**src/rtl/i2c_master_fsm.sv**
```systemverilog
// I2C master control stage: generates SCL and the intra-bit edge counter and
// sequences the START/address/data/ACK/repeat-start/STOP phase enables.
module i2c_master_fsm #(
  parameter int unsigned PRESCALER_MIN = 2,
  parameter int unsigned PRESCALER_MAX = 85
) (
  input  logic       i2c_core_clock_i,
  input  logic       reset_bit_i,
  input  logic       enable_i,
  input  logic [7:0] addr_rw_i,
  input  logic [7:0] byte_count_i,
  input  logic       repeat_start_i,
  input  logic [7:0] prescaler_i,
  input  logic       sda_i,
  output logic       start_cnt_o,
  output logic       write_addr_cnt_o,
  output logic       write_data_cnt_o,
  output logic       read_data_cnt_o,
  output logic       write_ack_cnt_o,
  output logic       read_ack_cnt_o,
  output logic       stop_cnt_o,
  output logic       repeat_start_cnt_o,
  output logic [7:0] counter_detect_edge_o,
  output logic       scl_o,
  output logic       sda_override_en_o,
  output logic       sda_override_o,
  output logic       ack_bit_o,
  output logic       busy_o,
  output logic       byte_done_o,
  output logic       done_o,
  output logic       nack_o
);

  localparam logic [7:0] LP_PMIN = 8'(PRESCALER_MIN);
  localparam logic [7:0] LP_PMAX = 8'(PRESCALER_MAX);

  typedef enum logic [3:0] {
    S_IDLE,
    S_START,
    S_WR_ADDR,
    S_RD_ACK_A,
    S_WR_DATA,
    S_RD_ACK_D,
    S_RD_DATA,
    S_WR_ACK,
    S_RSTART,
    S_STOP
  } state_t;

  state_t     r_state, w_state_nx;
  logic [7:0] r_cnt, w_cnt_nx;
  logic [7:0] r_p, w_p_nx, w_p_clamped;
  logic [7:0] r_rem, w_rem_nx;
  logic [2:0] r_bit, w_bit_nx;
  logic       r_rw, w_rw_nx;
  logic       r_nack, w_nack_nx;
  logic       r_ack_bit, w_ack_bit_nx;
  logic       r_byte_done, w_byte_done_nx;
  logic       r_done, w_done_nx;
  logic [7:0] w_last_bit, w_last_long, w_two_p_nx;
  logic       w_long, w_wrap;
  logic [7:0] r_phase_en, w_phase_en_nx;
  logic       r_scl, w_scl_nx;
  logic       r_ovr_en, w_ovr_en_nx;
  logic       r_ovr, w_ovr_nx;
  logic       r_busy;
  logic       w_unused;

  // Address bits travel straight to the datapath; only the R/W bit steers this FSM.
  assign w_unused = &{1'b0, addr_rw_i[7:1]};

  always_comb begin
    w_p_clamped = prescaler_i;
    if (prescaler_i < LP_PMIN) begin
      w_p_clamped = LP_PMIN;
    end else if (prescaler_i > LP_PMAX) begin
      w_p_clamped = LP_PMAX;
    end
  end

  assign w_last_bit  = (r_p << 1) - 8'd1;
  assign w_last_long = r_p + (r_p << 1) - 8'd1;
  assign w_long      = (r_state == S_STOP) || (r_state == S_RSTART);
  assign w_wrap      = (r_state != S_IDLE) &&
                       (r_cnt == (w_long ? w_last_long : w_last_bit));

  always_comb begin
    w_state_nx     = r_state;
    w_cnt_nx       = (r_state == S_IDLE) ? 8'd0 : r_cnt + 8'd1;
    w_p_nx         = r_p;
    w_rem_nx       = r_rem;
    w_bit_nx       = r_bit;
    w_rw_nx        = r_rw;
    w_nack_nx      = r_nack;
    w_ack_bit_nx   = r_ack_bit;
    w_byte_done_nx = 1'b0;
    w_done_nx      = 1'b0;
    // The half-period is only re-sampled between phases so a bit never stretches mid-way.
    if (r_state == S_IDLE || w_wrap) begin
      w_p_nx = w_p_clamped;
    end
    if (w_wrap) begin
      w_cnt_nx = 8'd0;
    end
    case (r_state)
      S_IDLE: begin
        if (enable_i) begin
          w_state_nx = S_START;
          w_rem_nx   = byte_count_i;
          w_rw_nx    = addr_rw_i[0];
          w_nack_nx  = 1'b0;
          w_bit_nx   = 3'd7;
        end
      end
      S_START: begin
        if (w_wrap) w_state_nx = S_WR_ADDR;
      end
      S_WR_ADDR: begin
        if (w_wrap) begin
          if (r_bit == 3'd0) begin
            w_state_nx = S_RD_ACK_A;
            w_bit_nx   = 3'd7;
          end else begin
            w_bit_nx = r_bit - 3'd1;
          end
        end
      end
      S_RD_ACK_A: begin
        if (w_wrap) begin
          if (sda_i) begin
            w_nack_nx  = 1'b1;
            w_state_nx = S_STOP;
          end else if (r_rem == 8'd0) begin
            w_state_nx = S_STOP;
          end else if (r_rw) begin
            w_state_nx = S_RD_DATA;
          end else begin
            w_state_nx = S_WR_DATA;
          end
        end
      end
      S_WR_DATA: begin
        if (w_wrap) begin
          if (r_bit == 3'd0) begin
            w_state_nx = S_RD_ACK_D;
            w_bit_nx   = 3'd7;
          end else begin
            w_bit_nx = r_bit - 3'd1;
          end
        end
      end
      S_RD_ACK_D: begin
        if (w_wrap) begin
          w_byte_done_nx = 1'b1;
          w_rem_nx       = r_rem - 8'd1;
          if (sda_i) begin
            w_nack_nx  = 1'b1;
            w_state_nx = S_STOP;
          end else if (r_rem == 8'd1) begin
            w_state_nx = repeat_start_i ? S_RSTART : S_STOP;
          end else begin
            w_state_nx = S_WR_DATA;
          end
        end
      end
      S_RD_DATA: begin
        if (w_wrap) begin
          if (r_bit == 3'd0) begin
            w_state_nx   = S_WR_ACK;
            w_bit_nx     = 3'd7;
            w_ack_bit_nx = (r_rem == 8'd1);
          end else begin
            w_bit_nx = r_bit - 3'd1;
          end
        end
      end
      S_WR_ACK: begin
        if (w_wrap) begin
          w_byte_done_nx = 1'b1;
          w_rem_nx       = r_rem - 8'd1;
          if (r_rem == 8'd1) begin
            w_state_nx = repeat_start_i ? S_RSTART : S_STOP;
          end else begin
            w_state_nx = S_RD_DATA;
          end
        end
      end
      S_RSTART: begin
        if (w_wrap) begin
          w_state_nx = S_WR_ADDR;
          w_rw_nx    = addr_rw_i[0];
          w_rem_nx   = byte_count_i;
          w_bit_nx   = 3'd7;
        end
      end
      S_STOP: begin
        if (w_wrap) begin
          w_state_nx = S_IDLE;
          w_done_nx  = 1'b1;
        end
      end
      default: w_state_nx = S_IDLE;
    endcase
  end

  // Outputs are decoded from next state/count so the registered copies line up with r_state.
  always_comb begin
    w_two_p_nx    = w_p_nx << 1;
    w_phase_en_nx = '0;
    w_scl_nx      = 1'b1;
    w_ovr_en_nx   = 1'b0;
    w_ovr_nx      = 1'b1;
    case (w_state_nx)
      S_IDLE:     w_ovr_en_nx = 1'b1;
      S_START:    w_phase_en_nx[0] = 1'b1;
      S_WR_ADDR: begin
        w_phase_en_nx[1] = 1'b1;
        w_scl_nx         = (w_cnt_nx > w_p_nx);
      end
      S_WR_DATA: begin
        w_phase_en_nx[2] = 1'b1;
        w_scl_nx         = (w_cnt_nx > w_p_nx);
      end
      S_RD_DATA: begin
        w_phase_en_nx[3] = 1'b1;
        w_scl_nx         = (w_cnt_nx > w_p_nx);
      end
      S_WR_ACK: begin
        w_phase_en_nx[4] = 1'b1;
        w_scl_nx         = (w_cnt_nx > w_p_nx);
      end
      S_RD_ACK_A, S_RD_ACK_D: begin
        w_phase_en_nx[5] = 1'b1;
        w_scl_nx         = (w_cnt_nx > w_p_nx);
      end
      S_STOP: begin
        w_phase_en_nx[6] = 1'b1;
        w_scl_nx         = (w_cnt_nx > w_p_nx);
        w_ovr_en_nx      = 1'b1;
        w_ovr_nx         = (w_cnt_nx >= w_two_p_nx);
      end
      S_RSTART: begin
        w_phase_en_nx[7] = 1'b1;
        w_scl_nx         = (w_cnt_nx > w_p_nx);
        w_ovr_en_nx      = 1'b1;
        w_ovr_nx         = (w_cnt_nx < w_two_p_nx);
      end
      default: ;
    endcase
  end

  always_ff @(posedge i2c_core_clock_i or posedge reset_bit_i) begin
    if (reset_bit_i) begin
      r_state     <= S_IDLE;
      r_cnt       <= '0;
      r_p         <= LP_PMIN;
      r_rem       <= '0;
      r_bit       <= 3'd7;
      r_rw        <= 1'b0;
      r_nack      <= 1'b0;
      r_ack_bit   <= 1'b0;
      r_byte_done <= 1'b0;
      r_done      <= 1'b0;
      r_phase_en  <= '0;
      r_scl       <= 1'b1;
      r_ovr_en    <= 1'b1;
      r_ovr       <= 1'b1;
      r_busy      <= 1'b0;
    end else begin
      r_state     <= w_state_nx;
      r_cnt       <= w_cnt_nx;
      r_p         <= w_p_nx;
      r_rem       <= w_rem_nx;
      r_bit       <= w_bit_nx;
      r_rw        <= w_rw_nx;
      r_nack      <= w_nack_nx;
      r_ack_bit   <= w_ack_bit_nx;
      r_byte_done <= w_byte_done_nx;
      r_done      <= w_done_nx;
      r_phase_en  <= w_phase_en_nx;
      r_scl       <= w_scl_nx;
      r_ovr_en    <= w_ovr_en_nx;
      r_ovr       <= w_ovr_nx;
      r_busy      <= (w_state_nx != S_IDLE);
    end
  end

  assign start_cnt_o           = r_phase_en[0];
  assign write_addr_cnt_o      = r_phase_en[1];
  assign write_data_cnt_o      = r_phase_en[2];
  assign read_data_cnt_o       = r_phase_en[3];
  assign write_ack_cnt_o       = r_phase_en[4];
  assign read_ack_cnt_o        = r_phase_en[5];
  assign stop_cnt_o            = r_phase_en[6];
  assign repeat_start_cnt_o    = r_phase_en[7];
  assign counter_detect_edge_o = r_cnt;
  assign scl_o                 = r_scl;
  assign sda_override_en_o     = r_ovr_en;
  assign sda_override_o        = r_ovr;
  assign ack_bit_o             = r_ack_bit;
  assign busy_o                = r_busy;
  assign byte_done_o           = r_byte_done;
  assign done_o                = r_done;
  assign nack_o                = r_nack;

endmodule

```
**config.mk**
```make
export PLATFORM = sky130hd
export DESIGN_NAME = i2c_master_fsm
export DESIGN_NICKNAME = d
export VERILOG_FILES = /design/src/rtl/i2c_master_fsm.sv
export SDC_FILE = /design/constraint.sdc
export NUM_CORES = 1
export LEC_CHECK = 0
export ABC_CLOCK_PERIOD_IN_PS = 4200
export CAP_MARGIN = 20
export CORE_MARGIN = 2
export CORE_UTILIZATION = 50
export DETAILED_ROUTE_END_ITERATION = 8
export MAX_ROUTING_LAYER = met4
export PLACE_DENSITY = 0.84
export SYNTH_ARGS = -nofsm -noshare
export SYNTH_HDL_FRONTEND = slang
export SYNTH_SLANG_ARGS = --single-unit
```
**constraint.sdc**
```tcl
create_clock -name i2c_core_clock_i -period 4.2 [get_ports i2c_core_clock_i]
set_input_delay 1.05 -clock i2c_core_clock_i [delete_from_list [all_inputs] [get_ports i2c_core_clock_i]]
set_output_delay 1.05 -clock i2c_core_clock_i [all_outputs]
set_load 0.05 [all_outputs]
```
The metal 1 layer:
Cells faint in the background.
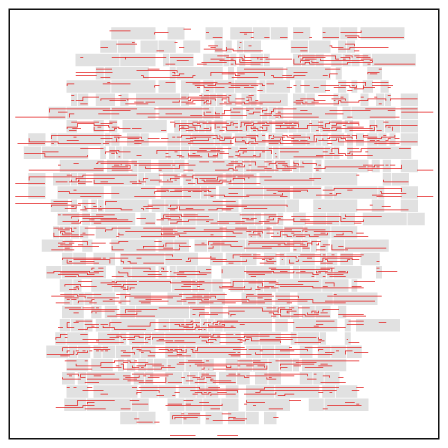
longest straight run: 23.9 um
share of all routed wire: 41%
nets with wire on the layer: 497
wire length on this layer: 4090 um
routed wire length: 9.897 mm
via count: 3355
met1 Use GR: 33.45%

Metal 2:
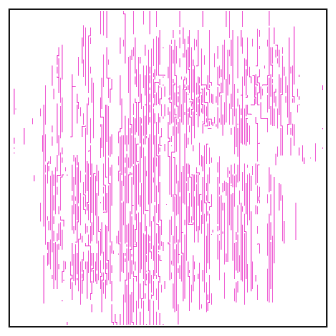
main direction: vertical
longest straight run: 42.8 um
nets with wire on the layer: 491
share of all routed wire: 51%
M2 GR Usage: 43.25%

Met3 routing:
Cells faint in the background.
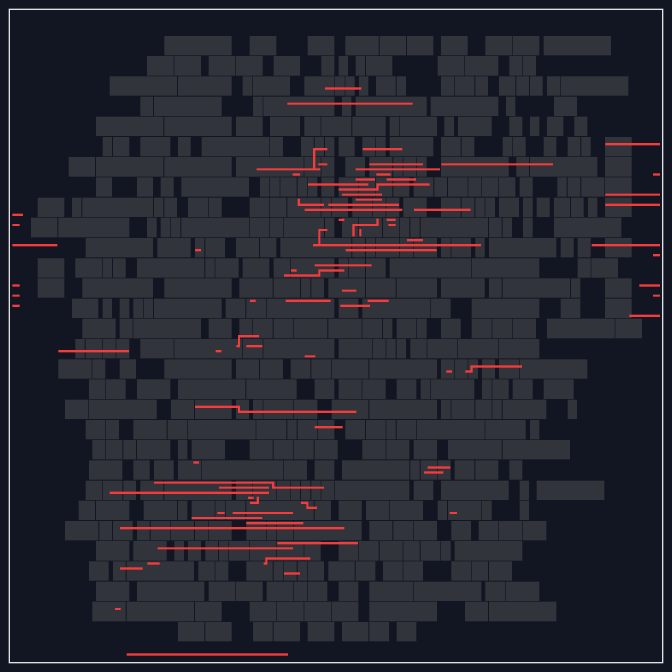
main direction: horizontal
longest straight run: 29.9 um
nets with wire on the layer: 67
met3 Use GR: 3.676%

==> reports/qor.csv <==
metric;value;unit
pin count of the biggest net entering global routing;49;
synthesized area;0.003507;mm2
Max-slew headroom;62.54;%
initial antenna violation count;0;
fin cells;578;
setup ws final;-126.4;ps
Design Power;0.9211;mW
outcome;complete, but fails checks;
Yosys Warn Count;0;
post-route cell area;0.004822;mm2
Yosys reg bits;48;
DP Area;0.004334;mm2
RSZ-0062 raised after global routing;true;
Net Sw Frac;20.92;%
IO Port Bufs;45;
failing checks;setup timing;
Max Cap Viol;0;
Mean Syn Cell Area;8.970;um2
worst r2r src;r_p[1];
Final period util;103.0;%
routability-driven placement congestion ratio;0.9178;
Layout Utilization;70.98;%
Worst Skew;7.753;ps
FILL cells;463;
logic gate share of total power;5.2;%
final setup vio count;2;
layout cells sized above 1;24.69;%
total negative slack;-237.7;ps
Synth Seq Share;34.50;%
IO Count;53;
FMAX;0.2311;GHz
Crit Path Category;reg -> reg;
initial detailed-routing violation count;290;
Cell Type Count;60;
## cell type report
type / instances / area, um2 / share of cell area (%)
Timing Repair Buffer: 94 / 854.6 / 17.72
Clock inverter: 3 / 68.82 / 1.427
Tap cell: 96 / 120.1 / 2.491
Inverter: 34 / 135.1 / 2.802
Multi-Input combinational cell: 298 / 2365 / 49.04
Sequential cell: 48 / 1210 / 25.09
Clock buffer: 5 / 68.82 / 1.427
## critical path: stages (launching register included)
cell      delay, ps
dfstp_2         560
inv_2            80
ha_4            270
inv_2            40
ha_4            220
a21o_1          180
buf_4           130
a21oi_1         190
xor2_1          290
nand3b_1        180
a32oi_2         170
nand2_2         160
o21ai_2         130
buf_6           170
nor2_1          240
ha_1            300
nor2b_1         140
o21ai_1         140
a21oi_1         100
or3_1           320
a211oi_2        150
mux2i_1         100
## power groups by stage
| stage | combinational [mW] | sequential [mW] | clock [mW] |
|---|---|---|---|
| 3_3_place_gp | 0.0448 | 0.473 | 0 |
| 6_report | 0.0479 | 0.464 | 0.409 |
| 3_5_place_dp | 0.0457 | 0.473 | 0 |
| 4_1_cts | 0.0460 | 0.464 | 0.415 |
| 2_1_floorplan | 0.0167 | 0.474 | 0 |
| 5_1_grt | 0.0524 | 0.464 | 0.433 |
## per-layer routing
layer | GRT usage (%) | up-vias | part of all wire [%]
li1 | - | 1567 | -
met3 | 3.676 | 27 | 5.0
met1 | 33.45 | 1625 | 41
met2 | 43.25 | 136 | 51
met4 | 11.05 | 0 | 2.7
met5 | - | - | 0
## flip-flops by register name, summed over array words and instances (netlist names)
register               count
r_phase_en                 8
r_state                    4
scl_o                      1
sda_override_en_o          1
r_bit                      3
byte_done_o                1
r_rem                      8
busy_o                     1
counter_detect_edge_o      8
r_rw                       1
r_p                        8
nack_o                     1
sda_override_o             1
done_o                     1
ack_bit_o                  1
## synthesized netlist by cell type (all sizes together), types with 3 or more instances
| cell type | count | share of area, % |
|---|---|---|
| a21boi | 4 | 0.86 |
| a21o | 10 | 2.1 |
| a21oi | 27 | 3.9 |
| a22oi | 3 | 0.78 |
| a31oi | 3 | 0.54 |
| and2 | 4 | 0.71 |
| and3 | 10 | 1.8 |
| buf | 6 | 1.1 |
| clkbuf | 6 | 0.64 |
| dfrtp | 41 | 29 |
| dfstp | 7 | 5.2 |
| ha | 37 | 13 |
| inv | 34 | 3.6 |
| mux2 | 3 | 0.96 |
| mux2i | 4 | 1.1 |
| nand2 | 27 | 3.2 |
| nand2b | 6 | 1.1 |
| nand3 | 17 | 2.4 |
| nand3b | 3 | 0.64 |
| nand4 | 8 | 1.4 |
| nor2 | 31 | 3.3 |
| nor2b | 5 | 0.89 |
| nor3 | 9 | 1.6 |
| nor3b | 3 | 0.78 |
| nor4 | 3 | 0.71 |
| o211ai | 3 | 0.64 |
| o21ai | 28 | 4.1 |
| xnor2 | 15 | 3.7 |
| xor2 | 10 | 2.5 |
## path summary, 6_finish.rpt
check	endpoint	cells past startpoint
setup / recovery	sda_override_o	21
min in group asynchronous	r_rem[7]	2
setup reg to reg	sda_override_o	21
hold reg to reg	r_bit[0]	2
hold / removal	r_bit[0]	2
max in group asynchronous	r_p[1]	3
Power and IR drop assume default switching activity.
